==> src/rtl/dec_key_pkg.sv <==
// -----------------------------------------------------------------------------
// dec_key_pkg
// Shared types and helpers for the decimal key front-end.
//   KEY_W    : number of raw decimal key lines (digits 0..9)
//   DIGIT_W  : width of an encoded BCD digit
//   state_e  : key sequencer states
//   onehot_to_bcd : index of the single set bit of a key vector
//   is_onehot     : true when exactly one key bit is set
// -----------------------------------------------------------------------------
package dec_key_pkg;

   localparam int KEY_W   = 10;
   localparam int DIGIT_W = 4;

   typedef enum logic [1:0] {
      IDLE     = 2'd0,
      DEBOUNCE = 2'd1,
      HELD     = 2'd2
   } state_e;

   // Index of the set bit; only meaningful for one-hot input, result is 0..9.
   function automatic logic [DIGIT_W-1:0] onehot_to_bcd(input logic [KEY_W-1:0] vec);
      logic [DIGIT_W-1:0] idx;
      idx = 4'd0;
      for (int i = 0; i < KEY_W; i++) begin
         if (vec[i]) begin
            idx = DIGIT_W'(i);
         end else begin
            idx = idx;
         end
      end
      return idx;
   endfunction

   // Non-zero and clearing the lowest set bit leaves nothing behind.
   function automatic logic is_onehot(input logic [KEY_W-1:0] vec);
      return (vec != 10'd0) && ((vec & (vec - 10'd1)) == 10'd0);
   endfunction

endpackage

==> src/rtl/dec_key_fifo.sv <==
// -----------------------------------------------------------------------------
// dec_key_fifo
// Small synchronous FIFO for encoded digits with a valid/ready read side.
// A push while full (and no pop in the same cycle) is dropped and flagged by
// a one-cycle overflow pulse; the stored contents are left untouched.
// Ports:
//   clk, rst_n   : clock, asynchronous active-low reset
//   push         : write request, wr_data is the entry
//   pop_ready    : consumer ready; an entry leaves when rd_valid & pop_ready
//   rd_data      : head entry, 0 when empty
//   rd_valid     : FIFO non-empty
//   overflow     : registered pulse, a push was dropped
// -----------------------------------------------------------------------------
module dec_key_fifo #(
   parameter int DEPTH = 4,
   parameter int WIDTH = 4
) (
   input  logic             clk,
   input  logic             rst_n,
   input  logic             push,
   input  logic [WIDTH-1:0] wr_data,
   input  logic             pop_ready,
   output logic [WIDTH-1:0] rd_data,
   output logic             rd_valid,
   output logic             overflow
);

   localparam int PTR_W = $clog2(DEPTH);
   localparam logic [PTR_W:0] CNT_FULL = (PTR_W + 1)'(DEPTH);

   logic [WIDTH-1:0] mem_r [DEPTH];
   logic [PTR_W-1:0] wr_ptr_r;
   logic [PTR_W-1:0] rd_ptr_r;
   logic [PTR_W:0]   count_r;
   logic             overflow_r;

   logic full_s;
   logic pop_s;
   logic wr_en_s;
   logic drop_s;

   assign rd_valid = (count_r != '0);
   assign full_s   = (count_r == CNT_FULL);
   assign pop_s    = rd_valid & pop_ready;
   // A pop in the same cycle frees the slot, so a push at full still lands.
   assign wr_en_s  = push & (~full_s | pop_s);
   assign drop_s   = push & full_s & ~pop_s;
   assign rd_data  = rd_valid ? mem_r[rd_ptr_r] : '0;
   assign overflow = overflow_r;

   // Storage array; contents are don't-care while not counted as occupied.
   always_ff @(posedge clk) begin
      if (wr_en_s) begin
         mem_r[wr_ptr_r] <= wr_data;
      end else begin
         mem_r[wr_ptr_r] <= mem_r[wr_ptr_r];
      end
   end

   // Pointers (wrap naturally, DEPTH is a power of 2), occupancy and overflow flag.
   always_ff @(posedge clk or negedge rst_n) begin
      if (!rst_n) begin
         wr_ptr_r   <= '0;
         rd_ptr_r   <= '0;
         count_r    <= '0;
         overflow_r <= 1'b0;
      end else begin
         overflow_r <= drop_s;
         if (wr_en_s) begin
            wr_ptr_r <= wr_ptr_r + PTR_W'(1);
         end else begin
            wr_ptr_r <= wr_ptr_r;
         end
         if (pop_s) begin
            rd_ptr_r <= rd_ptr_r + PTR_W'(1);
         end else begin
            rd_ptr_r <= rd_ptr_r;
         end
         case ({wr_en_s, pop_s})
            2'b10:   count_r <= count_r + (PTR_W + 1)'(1);
            2'b01:   count_r <= count_r - (PTR_W + 1)'(1);
            default: count_r <= count_r;
         endcase
      end
   end

endmodule

==> src/rtl/dec_key_controller.sv <==
// -----------------------------------------------------------------------------
// dec_key_controller
// Key front-end: synchronises 10 raw decimal key lines, debounces press and
// release, rejects multi-key patterns, encodes a clean press to BCD and queues
// it for a valid/ready consumer.
// Optional feature: define KEY_REPEAT_EN to re-push a held digit every
// REPEAT_CYCLES cycles of an unchanged single-key hold.
// Ports:
//   clk, rst_n   : clock, asynchronous active-low reset
//   key_in       : raw key lines, bit i = digit i, asynchronous to clk
//   digit_out    : BCD digit at the queue head, 0 when empty
//   digit_valid  : queue non-empty
//   digit_ready  : consumer accepts the head digit
//   err_multi    : pulse, debounced pattern had more than one key set
//   overflow     : pulse, accepted digit dropped because the queue was full
//   busy         : sequencer not idle
// -----------------------------------------------------------------------------
module dec_key_controller
   import dec_key_pkg::*;
#(
   parameter int DEBOUNCE_CYCLES = 4,
   parameter int FIFO_DEPTH      = 4,
   parameter int REPEAT_CYCLES   = 16
) (
   input  logic               clk,
   input  logic               rst_n,
   input  logic [KEY_W-1:0]   key_in,
   output logic [DIGIT_W-1:0] digit_out,
   output logic               digit_valid,
   input  logic               digit_ready,
   output logic               err_multi,
   output logic               overflow,
   output logic               busy
);

   if (DEBOUNCE_CYCLES < 32'sd2 || FIFO_DEPTH < 32'sd2 ||
       (FIFO_DEPTH & (FIFO_DEPTH - 32'sd1)) != 32'sd0 || REPEAT_CYCLES < 32'sd1) begin : g_bad_params
      $error("dec_key_controller: illegal parameter set");
   end

   localparam int CNT_W = $clog2(DEBOUNCE_CYCLES);
   localparam logic [CNT_W-1:0] CNT_LAST = CNT_W'(DEBOUNCE_CYCLES - 1);

   logic [KEY_W-1:0] sync1_r;
   logic [KEY_W-1:0] ks_r;

   state_e           state_r;
   state_e           state_nx;
   logic [KEY_W-1:0] snap_r;
   logic [KEY_W-1:0] snap_nx;
   logic [CNT_W-1:0] cnt_r;
   logic [CNT_W-1:0] cnt_nx;
   logic             push_s;
   logic             err_s;
   logic             err_r;
   logic             busy_r;

`ifdef KEY_REPEAT_EN
   localparam int RPT_W = $clog2(REPEAT_CYCLES) + 1;
   localparam logic [RPT_W-1:0] RPT_LAST = RPT_W'(REPEAT_CYCLES - 1);
   logic [RPT_W-1:0] rpt_r;
   logic [RPT_W-1:0] rpt_nx;
`endif

   // Two-flop synchroniser; the sequencer only ever looks at ks_r.
   always_ff @(posedge clk or negedge rst_n) begin
      if (!rst_n) begin
         sync1_r <= '0;
         ks_r    <= '0;
      end else begin
         sync1_r <= key_in;
         ks_r    <= sync1_r;
      end
   end

   // Sequencer next-state, counters and push/error decisions.
   always_comb begin
      state_nx = state_r;
      snap_nx  = snap_r;
      cnt_nx   = cnt_r;
      push_s   = 1'b0;
      err_s    = 1'b0;
`ifdef KEY_REPEAT_EN
      rpt_nx   = rpt_r;
`endif
      case (state_r)
         IDLE: begin
            if (ks_r != 10'd0) begin
               snap_nx  = ks_r;
               cnt_nx   = '0;
               state_nx = DEBOUNCE;
            end else begin
               state_nx = IDLE;
            end
         end
         DEBOUNCE: begin
            if (ks_r == 10'd0) begin
               cnt_nx   = '0;
               state_nx = IDLE;
            end else if (ks_r != snap_r) begin
               // Pattern moved before it settled: restart on the new pattern.
               snap_nx = ks_r;
               cnt_nx  = '0;
            end else if (cnt_r == CNT_LAST) begin
               if (is_onehot(snap_r)) begin
                  push_s = 1'b1;
               end else begin
                  err_s = 1'b1;
               end
               cnt_nx   = '0;
               state_nx = HELD;
`ifdef KEY_REPEAT_EN
               rpt_nx   = '0;
`endif
            end else begin
               cnt_nx = cnt_r + CNT_W'(1);
            end
         end
         HELD: begin
            // Any key activity restarts the release qualification, so a new
            // key cannot be accepted until everything has been let go.
            if (ks_r != 10'd0) begin
               cnt_nx = '0;
            end else if (cnt_r == CNT_LAST) begin
               cnt_nx   = '0;
               state_nx = IDLE;
            end else begin
               cnt_nx = cnt_r + CNT_W'(1);
            end
`ifdef KEY_REPEAT_EN
            if (ks_r == snap_r) begin
               if (rpt_r == RPT_LAST) begin
                  rpt_nx = '0;
                  push_s = is_onehot(snap_r);
               end else begin
                  rpt_nx = rpt_r + RPT_W'(1);
               end
            end else begin
               rpt_nx = '0;
            end
`endif
         end
         default: begin
            cnt_nx   = '0;
            state_nx = IDLE;
         end
      endcase
   end

   // Sequencer state, counters and registered status outputs.
   always_ff @(posedge clk or negedge rst_n) begin
      if (!rst_n) begin
         state_r <= IDLE;
         snap_r  <= '0;
         cnt_r   <= '0;
         err_r   <= 1'b0;
         busy_r  <= 1'b0;
`ifdef KEY_REPEAT_EN
         rpt_r   <= '0;
`endif
      end else begin
         state_r <= state_nx;
         snap_r  <= snap_nx;
         cnt_r   <= cnt_nx;
         err_r   <= err_s;
         busy_r  <= (state_nx != IDLE);
`ifdef KEY_REPEAT_EN
         rpt_r   <= rpt_nx;
`endif
      end
   end

   dec_key_fifo #(
      .DEPTH (FIFO_DEPTH),
      .WIDTH (DIGIT_W)
   ) u_fifo (
      .clk       (clk),
      .rst_n     (rst_n),
      .push      (push_s),
      .wr_data   (onehot_to_bcd(snap_r)),
      .pop_ready (digit_ready),
      .rd_data   (digit_out),
      .rd_valid  (digit_valid),
      .overflow  (overflow)
   );

   assign err_multi = err_r;
   assign busy      = busy_r;

endmodule

==> config.mk <==
export PLATFORM = sky130hd
export DESIGN_NAME = dec_key_controller
export DESIGN_NICKNAME = d
export VERILOG_FILES = /design/src/rtl/dec_key_pkg.sv /design/src/rtl/dec_key_fifo.sv /design/src/rtl/dec_key_controller.sv
export SDC_FILE = /design/constraint.sdc
export NUM_CORES = 1
export LEC_CHECK = 0
export CORE_ASPECT_RATIO = 1.4
export CORE_MARGIN = 1
export CORE_UTILIZATION = 31
export DETAILED_ROUTE_END_ITERATION = 12
export GPL_TIMING_DRIVEN = 0
export PLACE_DENSITY = 0.55
export SLEW_MARGIN = 20
export SYNTH_ARGS = -nofsm -noshare
export SYNTH_HDL_FRONTEND = slang
export SYNTH_SLANG_ARGS = --single-unit
==> constraint.sdc <==
create_clock -name clk -period 8.2 [get_ports clk]
set_input_delay 2.46 -clock clk [delete_from_list [all_inputs] [get_ports clk]]
set_output_delay 2.46 -clock clk [all_outputs]
set_load 0.1 [all_outputs]
==> notes.md <==
Implementation numbers.

- The run finished with clean final reports.
- The utilization after layout is 39.8%.
- The sequential cell area is 1580 um^2.
- The number of antenna violations at the first check in global routing is 0.
- The cell taking the most area after synthesis is sky130_fd_sc_hd__dfrtp_1.
- The hold violation count in the final report is 0.
- The number of multi-input combinational cells in the layout is 147.
- The count of mapped cells out of synthesis reads 222.
- The data required time of the worst path is 5.74 ns.
- The standard-cell row count reads 40.
- The category of the critical setup timing path reads flip-flop to primary output.
- Per the cell usage report, the commonest logic cells after layout are sky130_fd_sc_hd__dfrtp_1 (44), sky130_fd_sc_hd__clkdlybuf4s50_1 (19), sky130_fd_sc_hd__edfxtp_1 (16).
- The number of tap instances is 105.
- The routed length on met2 is 2610 um.
- The flip-flop and latch count after synthesis reads 60.
- The sum of negative setup slack reads 0 ns.
- The final antenna diode tally reported by the flow is 0.
- The deepest clock path buffer count reads 2.
- The count of plain and timing-repair buffers in the layout is 29.
- The endpoint type of the worst setup path reads a primary output.
- The net count reported at finish is 277.
- Looking at the reg2reg group, the worst path ends at u_fifo.count_r[1]$_DFFE_PN0P_.
- The share of layout cells above drive strength 1 is 18.1%.
- The overall power reads 1230 uW.
- The number of global-route vias before repair reads 1797.
- The via density per instance is 4.93.
- At the floorplan stage, the core utilization is reported as 32.3%.
- The cell family with the largest share of critical-path delay reads buffers and inverters.
- STA classifies the critical path startpoint as a flip-flop.
- The hold path endpoint reads ks_r[3]$_DFF_PN0_.
- The yosys stat cell total reads 222.
- The peak supply drop is 0.000317 V.
- The number of distinct library cells after synthesis reads 53.
- The share of async-settable or async-resettable flops after synthesis reads 73.3%.
- The report shows a maximum critical-path fanout of 6.
- The number of levels the H-tree was split into reads 3.
-- cells in the mapped netlist (all sizes together) (5+ instances only) --
library cell,instances
dfrtp,44
edfxtp,16
nor2,15
xnor2,14
mux2,13
nand2,12
ha,9
inv,7
nand3,7
a21oi,6
and2,6
nor3,6
nor4,6
o21ai,6
and3,5
clkbuf,5
-- through the flow --
step	worst slack, ns	cell area (um^2)	std cells
3_5_place_dp	3.31	3160	348
3_3_place_gp	3.34	3150	347
6_report	3.08	3470	364
5_1_grt	2.96	3470	364
4_1_cts	3.04	3470	364
2_1_floorplan	3.57	2820	222
-- sequential cells by signal, indices dropped and copies added, names as in the netlist --
| signal | count |
|---|---|
| sync1_r | 10 |
| err_multi | 1 |
| u_fifo.wr_ptr_r | 2 |
| busy | 1 |
| u_fifo.count_r | 3 |
| u_fifo.overflow | 1 |
| snap_r | 10 |
| ks_r | 10 |
| u_fifo.mem_r | 16 |
| state_r | 2 |
| cnt_r | 2 |
| u_fifo.rd_ptr_r | 2 |
-- worst max path at each step --
stage                                        start                            end  slack (ns)
global route        u_fifo.rd_ptr_r[0]$_DFFE_PN0P_                   digit_out[1]        2.96
global placement                       digit_ready  u_fifo.count_r[1]$_DFFE_PN0P_        3.34
detailed placement                     digit_ready  u_fifo.count_r[1]$_DFFE_PN0P_        3.31
CTS                 u_fifo.rd_ptr_r[0]$_DFFE_PN0P_                   digit_out[1]        3.04
finish              u_fifo.rd_ptr_r[0]$_DFFE_PN0P_                   digit_out[2]        3.08
floorplan            u_fifo.count_r[0]$_DFFE_PN0P_                   digit_out[0]        3.57
-- where the power goes --
group          switching (uW)  internal, uW
clock network             129           241
logic                     295           169
registers                42.7           356
total                     467           766
Fig. 1: clock network drawn from the DEF
The bar under the picture is 20 um long.
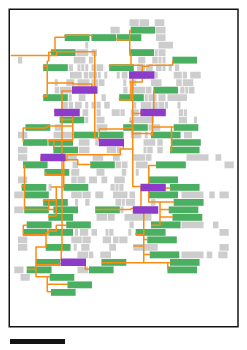
legend:
  flip-flops:
    colour: green
    count: 60
  clock drivers:
    colour: purple
    count: 9
  clock wires:
    colour: orange
    length: 780 um
flops lie: widely spread
routed clock nets: 10

Fig. 2: gate families picked out
The bar under the picture is 20 um long.
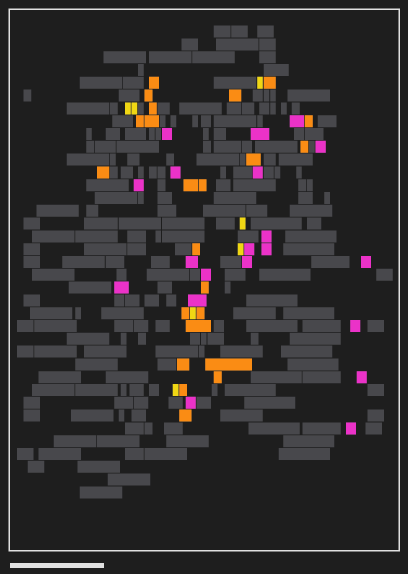
legend:
  AND and OR gates:
    colour: magenta
    cells: 20
  inverters:
    colour: yellow
    cells: 7
  inverting AOI/OAI gates:
    colour: orange
    cells: 23
most frequent standard cell in the layout excluding fill and tap cells: sky130_fd_sc_hd__dfrtp_1
final instance count without filler cells: 364
multi-input gate share of the layout cell area: 33.6%

Fig. 3: supply network
Pins as bars on the die edge. Tap cells in grey.
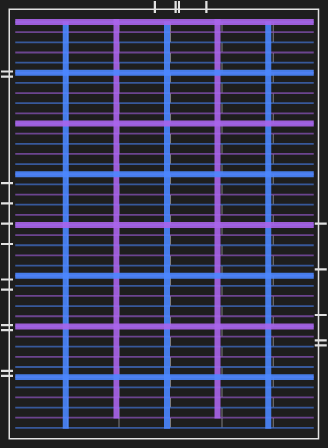
legend:
  VSS:
    colour: blue
  VDD:
    colour: purple
tap cells: 105
met5 straps: 8
rows: 40
met1 rails: 41
signal pins: 21
overall die height: 115 um
total core area: 8710 um^2

Fig. 4: placed cells, one colour a class
The bar under the picture is 20 um long.
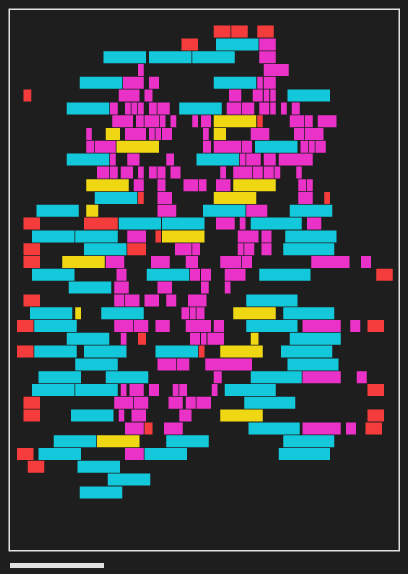
legend:
  clock drivers and dummy loads:
    colour: yellow
    cells: 16
  other buffers and delay cells:
    colour: red
    cells: 29
  combinational and other logic:
    colour: magenta
    cells: 154
  flops:
    colour: cyan
    cells: 60

Fig. 5: clock nets
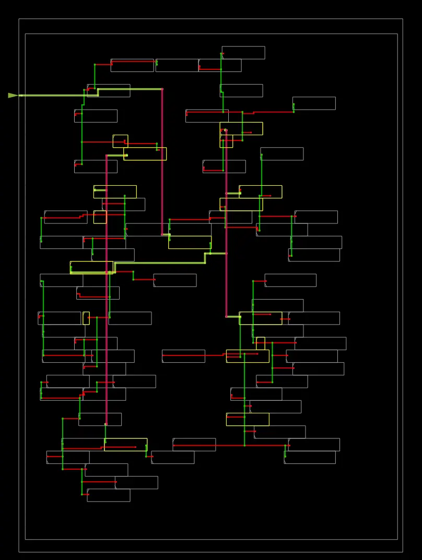
clock skew after layout: 0.00447 ns
P_clk: 370 uW
CTS buffer count: 9
number of sequential storage elements: 60
Sink Count: 60

No activity file was given, so power comes from the tool's default toggle rates.
